--- config.mk ---
export PLATFORM = sky130hd
export DESIGN_NAME = script_sequencer_flat
export DESIGN_NICKNAME = d
export VERILOG_FILES = /design/src/rtl/script_sequencer_if.sv /design/src/rtl/script_sequencer.sv /design/src/flat_wrapper.sv
export SDC_FILE = /design/constraint.sdc
export NUM_CORES = 1
export LEC_CHECK = 0
export ABC_AREA = 0
export CAP_MARGIN = 20
export CORE_MARGIN = 5
export CORE_UTILIZATION = 55
export CTS_CLUSTER_SIZE = 24
export DETAILED_ROUTE_END_ITERATION = 7
export PLACE_DENSITY = 0.79
export REMOVE_ABC_BUFFERS = 1
export SETUP_SLACK_MARGIN = 0.05
export SLEW_MARGIN = 20
export SYNTH_ARGS = -nofsm -noshare
export SYNTH_HDL_FRONTEND = slang
export SYNTH_SLANG_ARGS = --single-unit
export TNS_END_PERCENT = 1
--- constraint.sdc ---
create_clock -name clock -period 2.95 [get_ports clock]
set_input_delay 0.59 -clock clock [delete_from_list [all_inputs] [get_ports clock]]
set_output_delay 0.59 -clock clock [all_outputs]
set_load 0.02 [all_outputs]
--- src/rtl/script_sequencer_if.sv ---
// Command handshake between the script sequencer and the UART protocol block.
// One (op, dev) command is offered at a time; it transfers when op_valid & op_ready.
interface script_sequencer_if;
  logic       op_valid;
  logic       op_ready;
  logic [4:0] op;
  logic [4:0] dev;

  modport master (output op_valid, output op, output dev, input op_ready);
  modport slave  (input op_valid, input op, input dev, output op_ready);
endinterface

--- src/rtl/script_sequencer.sv ---
// Executes a kitchen script from a synchronous ROM: issues commands, delays,
// polls game feedback with timeout, jumps and ends.
//
//  state | meaning
//  IDLE  | stopped, waiting for a run rising edge
//  FETCH | pc presented, waiting one cycle for ROM data
//  EXEC  | decode current script word
//  ISSUE | command offered on op/dev until accepted
//  DELAY | counting down N ticks
//  POLL  | waiting for a signal bit, bounded by the timeout
//  DONE  | script reached END
//  ERROR | illegal instruction or poll timeout
module script_sequencer #(
  parameter int PC_W          = 8,
  parameter int TICK_CYCLES   = 100000,
  parameter int TIMEOUT_TICKS = 255
) (
  input  logic            clock,
  input  logic            reset_n,
  input  logic            run,
  input  logic            stop,
  output logic [PC_W-1:0] pc,
  input  logic [15:0]     script,
  input  logic [3:0]      signal,
  output logic            busy,
  output logic            done,
  output logic            err,
  script_sequencer_if.master cmd
);

  localparam int TC_W = (TICK_CYCLES > 1) ? $clog2(TICK_CYCLES) : 1;
  localparam int TL_W = ($clog2(TIMEOUT_TICKS) > 8) ? $clog2(TIMEOUT_TICKS) : 8;
  localparam logic [TC_W-1:0] TICK_LAST = TC_W'(TICK_CYCLES - 1);
  localparam logic [TL_W-1:0] TO_LAST   = TL_W'(TIMEOUT_TICKS - 1);

  localparam logic [2:0] CLS_ACT = 3'd0;
  localparam logic [2:0] CLS_JMP = 3'd1;
  localparam logic [2:0] CLS_DLY = 3'd2;
  localparam logic [2:0] CLS_WTU = 3'd3;
  localparam logic [2:0] CLS_END = 3'd4;

  typedef enum logic [2:0] {
    IDLE, FETCH, EXEC, ISSUE, DELAY, POLL, DONE, ERROR
  } state_t;

  state_t          state;
  logic            run_q;
  logic [TC_W-1:0] tick_cnt;
  logic [TL_W-1:0] tick_left;

  logic [2:0]      cls;
  logic            sel_bit;
  logic            jmp_take;
  logic [PC_W-1:0] pc_inc;
  logic [7:0]      dly_n;
  logic            run_rise;
  logic            tick_end;

  always_comb begin
    cls      = script[15:13];
    sel_bit  = signal[script[9:8]];
    jmp_take = script[12] | (sel_bit == script[10]);
    pc_inc   = pc + PC_W'(1);
    dly_n    = script[7:0];
    run_rise = run & ~run_q;
    tick_end = (tick_cnt == '0);
  end

  always_ff @(posedge clock or negedge reset_n) begin
    if (!reset_n) begin
      state        <= IDLE;
      run_q        <= 1'b0;
      pc           <= '0;
      tick_cnt     <= '0;
      tick_left    <= '0;
      cmd.op_valid <= 1'b0;
      cmd.op       <= '0;
      cmd.dev      <= '0;
      busy         <= 1'b0;
      done         <= 1'b0;
      err          <= 1'b0;
    end else begin
      run_q <= run;
      // stop overrides everything, even a handshake landing this cycle
      if (stop) begin
        state        <= IDLE;
        pc           <= '0;
        tick_cnt     <= '0;
        tick_left    <= '0;
        cmd.op_valid <= 1'b0;
        busy         <= 1'b0;
        done         <= 1'b0;
        err          <= 1'b0;
      end else begin
        case (state)
          IDLE, DONE, ERROR: begin
            if (run_rise) begin
              state <= FETCH;
              pc    <= '0;
              busy  <= 1'b1;
              done  <= 1'b0;
              err   <= 1'b0;
            end
          end
          FETCH: state <= EXEC;
          EXEC: begin
            case (cls)
              CLS_ACT: begin
                state        <= ISSUE;
                cmd.op       <= script[4:0];
                cmd.dev      <= script[12:8];
                cmd.op_valid <= 1'b1;
              end
              CLS_JMP: begin
                pc    <= jmp_take ? script[PC_W-1:0] : pc_inc;
                state <= FETCH;
              end
              CLS_DLY: begin
                if (dly_n == 8'd0) begin
                  pc    <= pc_inc;
                  state <= FETCH;
                end else begin
                  state     <= DELAY;
                  tick_cnt  <= TICK_LAST;
                  tick_left <= TL_W'(dly_n - 8'd1);
                end
              end
              CLS_WTU: begin
                state     <= POLL;
                tick_cnt  <= TICK_LAST;
                tick_left <= TO_LAST;
              end
              CLS_END: begin
                state <= DONE;
                busy  <= 1'b0;
                done  <= 1'b1;
              end
              default: begin
                state <= ERROR;
                busy  <= 1'b0;
                err   <= 1'b1;
              end
            endcase
          end
          ISSUE: begin
            if (cmd.op_ready) begin
              cmd.op_valid <= 1'b0;
              pc           <= pc_inc;
              state        <= FETCH;
            end
          end
          DELAY: begin
            if (!tick_end) begin
              tick_cnt <= tick_cnt - 1'b1;
            end else if (tick_left == '0) begin
              pc    <= pc_inc;
              state <= FETCH;
            end else begin
              tick_left <= tick_left - 1'b1;
              tick_cnt  <= TICK_LAST;
            end
          end
          POLL: begin
            if (sel_bit) begin
              pc    <= pc_inc;
              state <= FETCH;
            end else if (!tick_end) begin
              tick_cnt <= tick_cnt - 1'b1;
            end else if (tick_left == '0) begin
              state <= ERROR;
              busy  <= 1'b0;
              err   <= 1'b1;
            end else begin
              tick_left <= tick_left - 1'b1;
              tick_cnt  <= TICK_LAST;
            end
          end
          default: begin
            state <= IDLE;
            busy  <= 1'b0;
          end
        endcase
      end
    end
  end

endmodule
--- src/flat_wrapper.sv ---
// flat-port wrapper written by rule: the top's interface ports become plain ports
module script_sequencer_flat 
#(
  parameter int PC_W          = 8,
  parameter int TICK_CYCLES   = 100000,
  parameter int TIMEOUT_TICKS = 255
)
  (clock, reset_n, run, stop, pc, script, signal, busy, done, err, cmd_op_valid, cmd_op, cmd_dev, cmd_op_ready);
  script_sequencer_if cmd_i ();
  input  logic clock;
  input  logic reset_n;
  input  logic run;
  input  logic stop;
  output logic [PC_W-1:0] pc;
  input  logic [15:0] script;
  input  logic [3:0] signal;
  output logic busy;
  output logic done;
  output logic err;
  output wire logic [$bits(cmd_i.op_valid)-1:0] cmd_op_valid;
  output wire logic [$bits(cmd_i.op)-1:0] cmd_op;
  output wire logic [$bits(cmd_i.dev)-1:0] cmd_dev;
  input wire logic [$bits(cmd_i.op_ready)-1:0] cmd_op_ready;
  assign cmd_op_valid = cmd_i.op_valid;
  assign cmd_op = cmd_i.op;
  assign cmd_dev = cmd_i.dev;
  assign cmd_i.op_ready = cmd_op_ready;
  script_sequencer #(.PC_W(PC_W), .TICK_CYCLES(TICK_CYCLES), .TIMEOUT_TICKS(TIMEOUT_TICKS)) u_core (.clock(clock), .reset_n(reset_n), .run(run), .stop(stop), .pc(pc), .script(script), .signal(signal), .busy(busy), .done(done), .err(err), .cmd(cmd_i));
endmodule
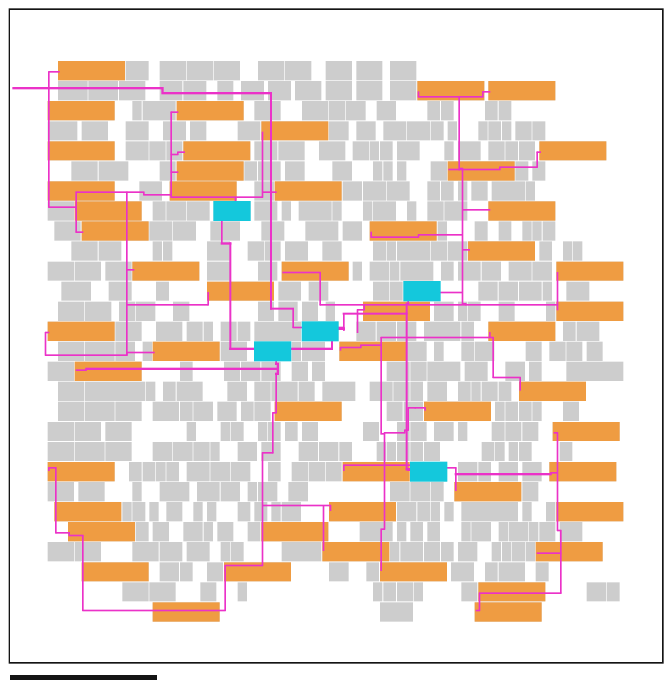
**Above:** run 1 (routed clock nets over the placement).
The bar under the picture is 20 µm long.
legend:
  cyan:
    item: clock drivers
    count: 5
  orange:
    item: flip-flops
    count: 51
  magenta:
    item: clock wires
    length: 695 µm
routed clock nets: 6
flops lie: spread over the die
Worst-Skew Late Latency: 0.31 ns
Power Clock: 426 µW

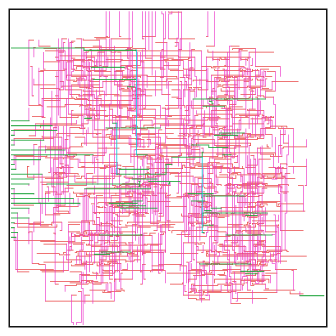
**Above:** run 1 (signal wires by layer).
legend:
  cyan:
    layer: metal 4
    wire_length: 64.6 µm
  green:
    layer: metal 3
    wire_length: 546 µm
  magenta:
    layer: metal 2
    wire_length: 4,420 µm
  red:
    layer: metal 1
    wire_length: 3,830 µm
mean routed wirelength per cell: 17.1 µm
total global-route track usage: 24.1%

==> impl_metrics.tcl, run 1 <==
# yosys + openroad results
set metrics [dict create \
    start_kind "input pin" \
    ant_nets 0 \
    largestClassByArea "multi-input combinational cells" \
    nonClkBufAreaFrac_pct 16.7 \
    relSlewSlack_pct 55.4 \
    grt_pass1_wl_mm 15.1 \
    fp_util_pct 56.9 \
    synth-cells-yosys 380 \
    met2_usage_pct 40.4 \
    met2_length_mm 4.42 \
    flops 51 \
    drc 0 \
    worstPathRequired_ns 3.19 \
    antenna_found_initial 0 \
    ys_area_um2 3390 \
    n_all_buffers 78 \
    grt-ovfl-total 0 \
    most-common-layout-cells "51 x dfrtp_1, 45 x clkdlybuf4s50_1, 32 x a21oi_1, 32 x buf_4" \
    area_leaders "dfrtp_1 38%, a21oi_1 4.7%, nand2_1 3.2%" \
    grt_pass1_vias 3186 \
    multi_input_comb_cells 294 \
    seq_power_share_pct 40.4 \
    drt_iter0_markers 135 \
    met1_usage_pct 32.4 \
    max_stage_delay_ns 0.55 \
    drive_gt1_share_pct 14.9 \
    crit_chain "clkdlybuf4s50_1, mux4_2, nor2_2, o31ai_2, or2_1, or4_1, a21oi_1" \
    coreArea_um2 5960 \
    nWellTaps 75 \
    finalSetupViolCount 0 \
    final-comb-area_um2 1970 \
    power.switching_mw 1.03 \
    status "finished, final reports clean" \
    worst_slew_pin_slew_ns 0.670 \
    cts_buffers 5 \
    place_area_um2 4080 \
    fin_tns_setup_ns 0 \
    fmax_mhz 374 \
    rsz0062_at_grt "no" \
    cap_violations 0 \
    cts.htree.levels 2 \
    power_mw 2.56 \
    path_clk_slew_ns 0.10 \
    report.final.slew_viol_count 0 \
    r2r_end "u_core.pc[2]$_DFFE_PN0P_" \
    finalCritPeriodShare_pct 90.6 \
    ys.flops 51 \
    wl_met1_mm 3.83 \
    clkbuf_count 5 \
    sh_comb_area_pct 47.2 \
    grt.busiest_layer "met2" \
    clock_sinks 51 \
    num_io_pins 47 \
    p_per_area_nw_per_um2 615 \
    cts.repair.resized 0 \
    highest_layer "met4" \
    synthTopCellsByCount "51 x dfrtp_1, 32 x a21oi_1, 29 x nand2_1, 29 x nor2_1, 21 x o21ai_0" \
    final_cells 519 \
    fill_cells 477 \
    cts_root_buf "clkbuf_8" \
    wirelength_mm 8.86 \
    dp.cells 511 \
    ff2ff_path_depth 8 \
    nNetsFinal 475 \
    hold_violations 0 \
    dp_hpwl_mm 6.36 \
    area_growth_pct 23.1 \
    hold_slack_ns 0.381 \
    ys_warn_count 0 \
    critPathBufInv 1 \
    synth.distinct_cells 59 \
    crit_slowest_cell "mux4_2" \
    hp-class "input pin to async pin" \
    final_area_um2 4170 \
    cts_buffer_depth 2 \
    cpLargestDelayFamily "simple AND/OR/NAND/NOR gates" \
    most_common_cell "dfrtp_1" \
    via_per_inst 6.14 \
    comb_power_share_pct 43.0 \
    num_antenna_cells 0 \
    final_core_utilization_pct 70.0 \
]
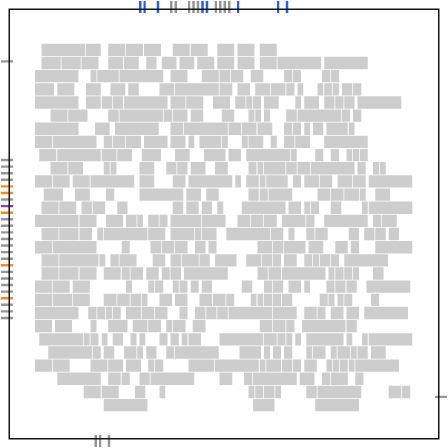
**Above:** run 1 (pin placement).
Pins as bars across the die edge, other pins in gray.
legend:
  blue:
    port: `pc`
    pins: 8
    direction: output
    edge: top
  purple:
    port: `cmd_op_valid`
    pins: 1
    direction: output
    edge: left
  orange:
    port: `cmd_dev`
    pins: 5
    direction: output
    edge: left
Die W: 88.5 µm
die extent in y: 88.5 µm
Port Buffers: 46

[run 1: cells by family (layout without fill, tap and decap cells)]
kind of cell    count (synthesis)  count (layout)  synth area share [%]
simple gates                  140             140                  23.6
compound gates                119             119                  23.6
flops                          51              51                  37.7
buf+inv                        35              99                  4.25
xor+xnor                       16              16                  4.14
mux                            12              12                  4.21
fa+ha+maj                       7               7                  2.59
[run 1: state kept, by name, summed over array words and instances (netlist names)]
signal,cells
u_core.busy,1
u_core.cmd.op,5
u_core.state,3
u_core.cmd.op_valid,1
u_core.cmd.dev,5
u_core.tick_cnt,17
u_core.pc,8
u_core.tick_left,8
u_core.done,1
u_core.err,1
u_core.run_q,1
==> run 1 -> run 2 <==
--- a/constraint.sdc
+++ b/constraint.sdc
@@ -3,2 +3,2 @@
 set_output_delay 0.59 -clock clock [all_outputs]
-set_load 0.02 [all_outputs]
+set_load 0.005 [all_outputs]
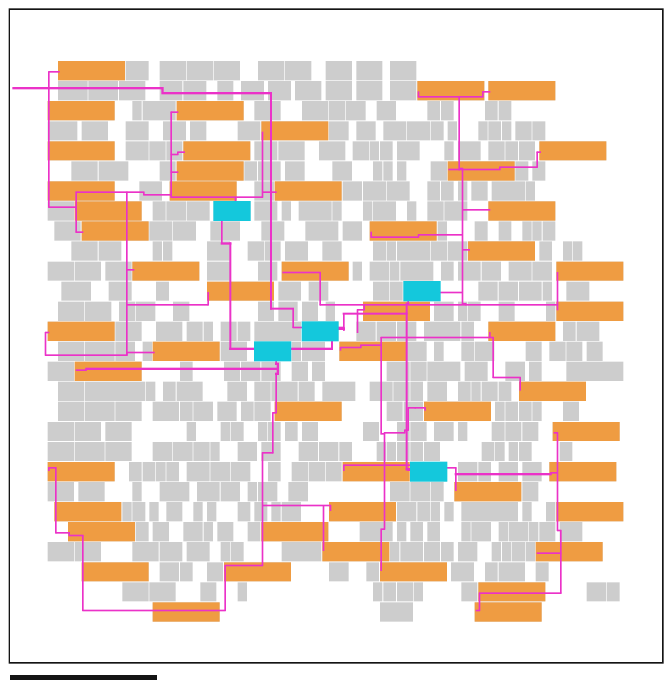
**Above:** run 2 (routed clock nets over the placement).
The bar under the picture is 20 µm long.
legend:
  cyan:
    item: clock drivers
    count: 5
  magenta:
    item: clock wires
    length: 695 µm
  orange:
    item: flip-flops
    count: 51
flops lie: spread over the die
skew final: 0.00633 ns
clock power share: 17.2%

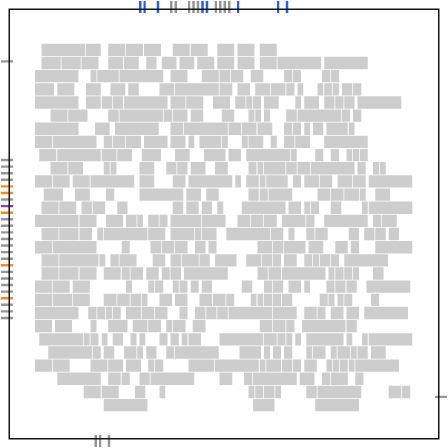
**Above:** run 2 (pin placement).
Pins as bars across the die edge, other pins in gray.
legend:
  purple:
    port: `cmd_op_valid`
    pins: 1
    direction: output
    edge: left
  orange:
    port: `cmd_dev`
    pins: 5
    direction: output
    edge: left
  blue:
    port: `pc`
    pins: 8
    direction: output
    edge: top
all pins by edge: 26 left, 17 top, 3 bottom, 1 right

==> impl_metrics.tcl, run 2 <==
# yosys + openroad results
set metrics [dict create \
    status "finished, final reports clean" \
    coreArea_um2 5960 \
    r2r_end "u_core.pc[2]$_DFFE_PN0P_" \
    grt-ovfl-total 0 \
    reg_top3 "u_core.tick_cnt: 17 flops, u_core.pc: 8 flops, u_core.tick_left: 8 flops" \
    start_kind "input pin" \
    max_stage_delay_ns 0.55 \
    cts.htree.levels 2 \
    place_area_um2 4080 \
    seq_power_share_pct 41.7 \
    ys_warn_count 0 \
    cts_buffer_depth 2 \
    drc 0 \
    synthTopCellsByCount "51 x dfrtp_1, 32 x a21oi_1, 29 x nand2_1, 29 x nor2_1, 21 x o21ai_0" \
    power.switching_uw 952 \
    dp.cells 511 \
    cts_buffers 5 \
    die_h_um 88.5 \
    hold_slack_ns 0.381 \
    fp_util_pct 56.9 \
    final_area_um2 4170 \
    crit_chain "clkdlybuf4s50_1, mux4_2, nor2_2, o31ai_2, or2_1, or4_1, a21oi_1" \
    finalCritPeriodShare_pct 90.6 \
    drive_gt1_share_pct 14.9 \
    cts_root_buf "clkbuf_8" \
    fmax_mhz 374 \
    hp-class "input pin to async pin" \
    ys.flops 51 \
    antenna_found_initial 0 \
    grt_pass1_vias 3186 \
    cts.repair.resized 0 \
    num_io_pins 47 \
    ant_nets 0 \
    final_cells 519 \
    clk_latency_ns 0.31 \
    finalSetupViolCount 0 \
    drt_iter0_markers 135 \
    area_leaders "dfrtp_1 38%, a21oi_1 4.7%, nand2_1 3.2%" \
    comb_power_share_pct 41.1 \
    hold_violations 0 \
    ff2ff_path_depth 8 \
]
run 2: cell counts in the layout (fill, tap and decap cells not counted):
Identical to the previous run, type by type.
run 2: kinds of logic after synthesis:
group	share of synthesized area, %
compound gates	23.6
xor+xnor	4.14
simple gates	23.6
mux	4.21
fa+ha+maj	2.59
buf+inv	4.25
flops	37.7
run 2: metal layers:
metal	vias to the layer above	track usage (%)	wire length, µm
li1	1523	-	-
met1	1546	32.4	3830
met2	113	40.4	4420
met3	6	3.72	546
met4	0	6.59	64
met5	-	0	0
run 2: area by class of cell:
class,count,area (µm²)
Inverter,13,48.8
Sequential cell,51,1280
Multi-Input combinational cell,294,1970
Fill cell,477,1790
Clock inverter,3,20.0
Clock buffer,5,68.8
Tap cell,75,93.8
Timing Repair Buffer,78,696
==> run 2 -> run 3 <==
- CORE_ASPECT_RATIO: default -> 0.5
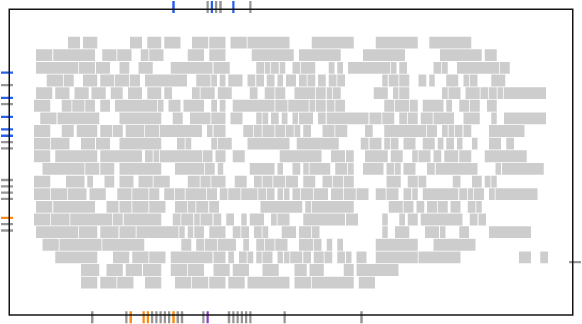
**Above:** run 3 (pin placement).
Pins as bars across the die edge, other pins in gray.
legend:
  blue:
    port: `pc`
    pins: 8
    direction: output
    edge: 5 left, 3 top
  purple:
    port: `cmd_op_valid`
    pins: 1
    direction: output
    edge: bottom
  orange:
    port: `cmd_dev`
    pins: 5
    direction: output
    edge: 4 bottom, 1 left
all pins by edge: 23 bottom, 16 left, 7 top, 1 right
Die W: 121 µm
die extent in y: 65.5 µm

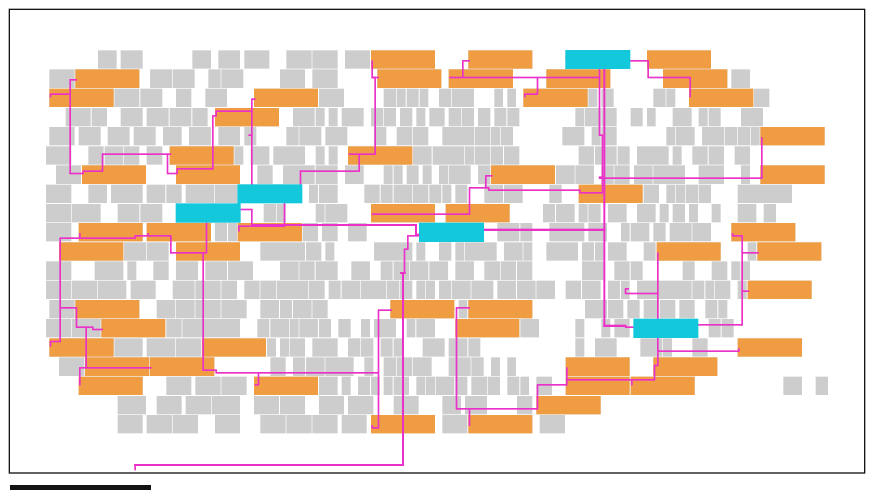
**Above:** run 3 (routed clock nets over the placement).
The bar under the picture is 20 µm long.
legend:
  orange:
    item: flip-flops
    count: 51
  magenta:
    item: clock wires
    length: 701 µm
  cyan:
    item: clock drivers
    count: 5
routed clock nets: 6
flops lie: spread over the die
skew final: 0.00444 ns
clock power share: 21.7%
Power Clock: 572 µW
Worst-Skew Late Latency: 0.29 ns

==> impl_metrics.tcl, run 3 <==
# yosys + openroad results
set metrics [dict create \
    dp.cells 519 \
    cts.repair.resized 0 \
    final_cells 527 \
    ant_nets 0 \
    coreArea_um2 6030 \
    grt.busiest_layer "met2" \
    comb_power_share_pct 40.1 \
    met1_usage_pct 32.9 \
    status "finished, final reports clean" \
    seq_power_share_pct 38.2 \
    cts_buffer_depth 2 \
    r2r_end "u_core.pc[2]$_DFFE_PN0P_" \
    reg_top3 "u_core.tick_cnt: 17 flops, u_core.pc: 8 flops, u_core.tick_left: 8 flops" \
    start_kind "input pin" \
    max_stage_delay_ns 0.55 \
    flops 51 \
    ys_top_logic_family "AND-OR/OR-AND gates" \
    nNonClkInverters 13 \
    grt_pass1_vias 3129 \
    fill_cells 454 \
    fmax_mhz 392 \
    met2_usage_pct 37.4 \
    met3_usage_pct 5.16 \
    power.switching_uw 951 \
    area_leaders "dfrtp_1 38%, a21oi_1 4.7%, nand2_1 3.2%" \
    synthAoiAreaFrac_pct 23.6 \
    ys_warn_count 0 \
    grt-ovfl-total 0 \
    cts_buffers 5 \
    num_io_pins 47 \
    seq_share_pct 30.4 \
    largestClassByArea "multi-input combinational cells" \
    cts.htree.levels 2 \
    final-comb-area_um2 1970 \
    final_area_um2 4200 \
    n_all_buffers 73 \
    synthTopCellsByCount "51 x dfrtp_1, 32 x a21oi_1, 29 x nand2_1, 29 x nor2_1, 21 x o21ai_0" \
    xor_share_pct 4.14 \
    nWellTaps 88 \
    ys.flops 51 \
    hp-class "input pin to async pin" \
]
## run 3: stage by stage
| step | hold WS (ns) | utilization, % |
|---|---|---|
| floorplan | 0.294 | - |
| global placement | 0.486 | 67.3 |
| detailed placement | 0.487 | 67.3 |
| CTS | 0.441 | 69.6 |
| global route | 0.497 | 69.6 |
| finish | 0.404 | 69.6 |
## run 3: routing by layer
layer  vias to the layer above  part of all wire (%)
met3                        16                   5.4
met4                         0                   1.6
met2                       114                    45
li1                       1514                     -
met1                      1544                    48
met5                         -                     0
## run 3: worst register-to-register path: stages, from the launching register on
cell	delay, ns
dfrtp_1	0.47
nor4_4	0.39
nand2_1	0.14
or4b_4	0.59
a211o_4	0.42
o21bai_1	0.18
a22o_1	0.19
Power and IR drop assume default switching activity.
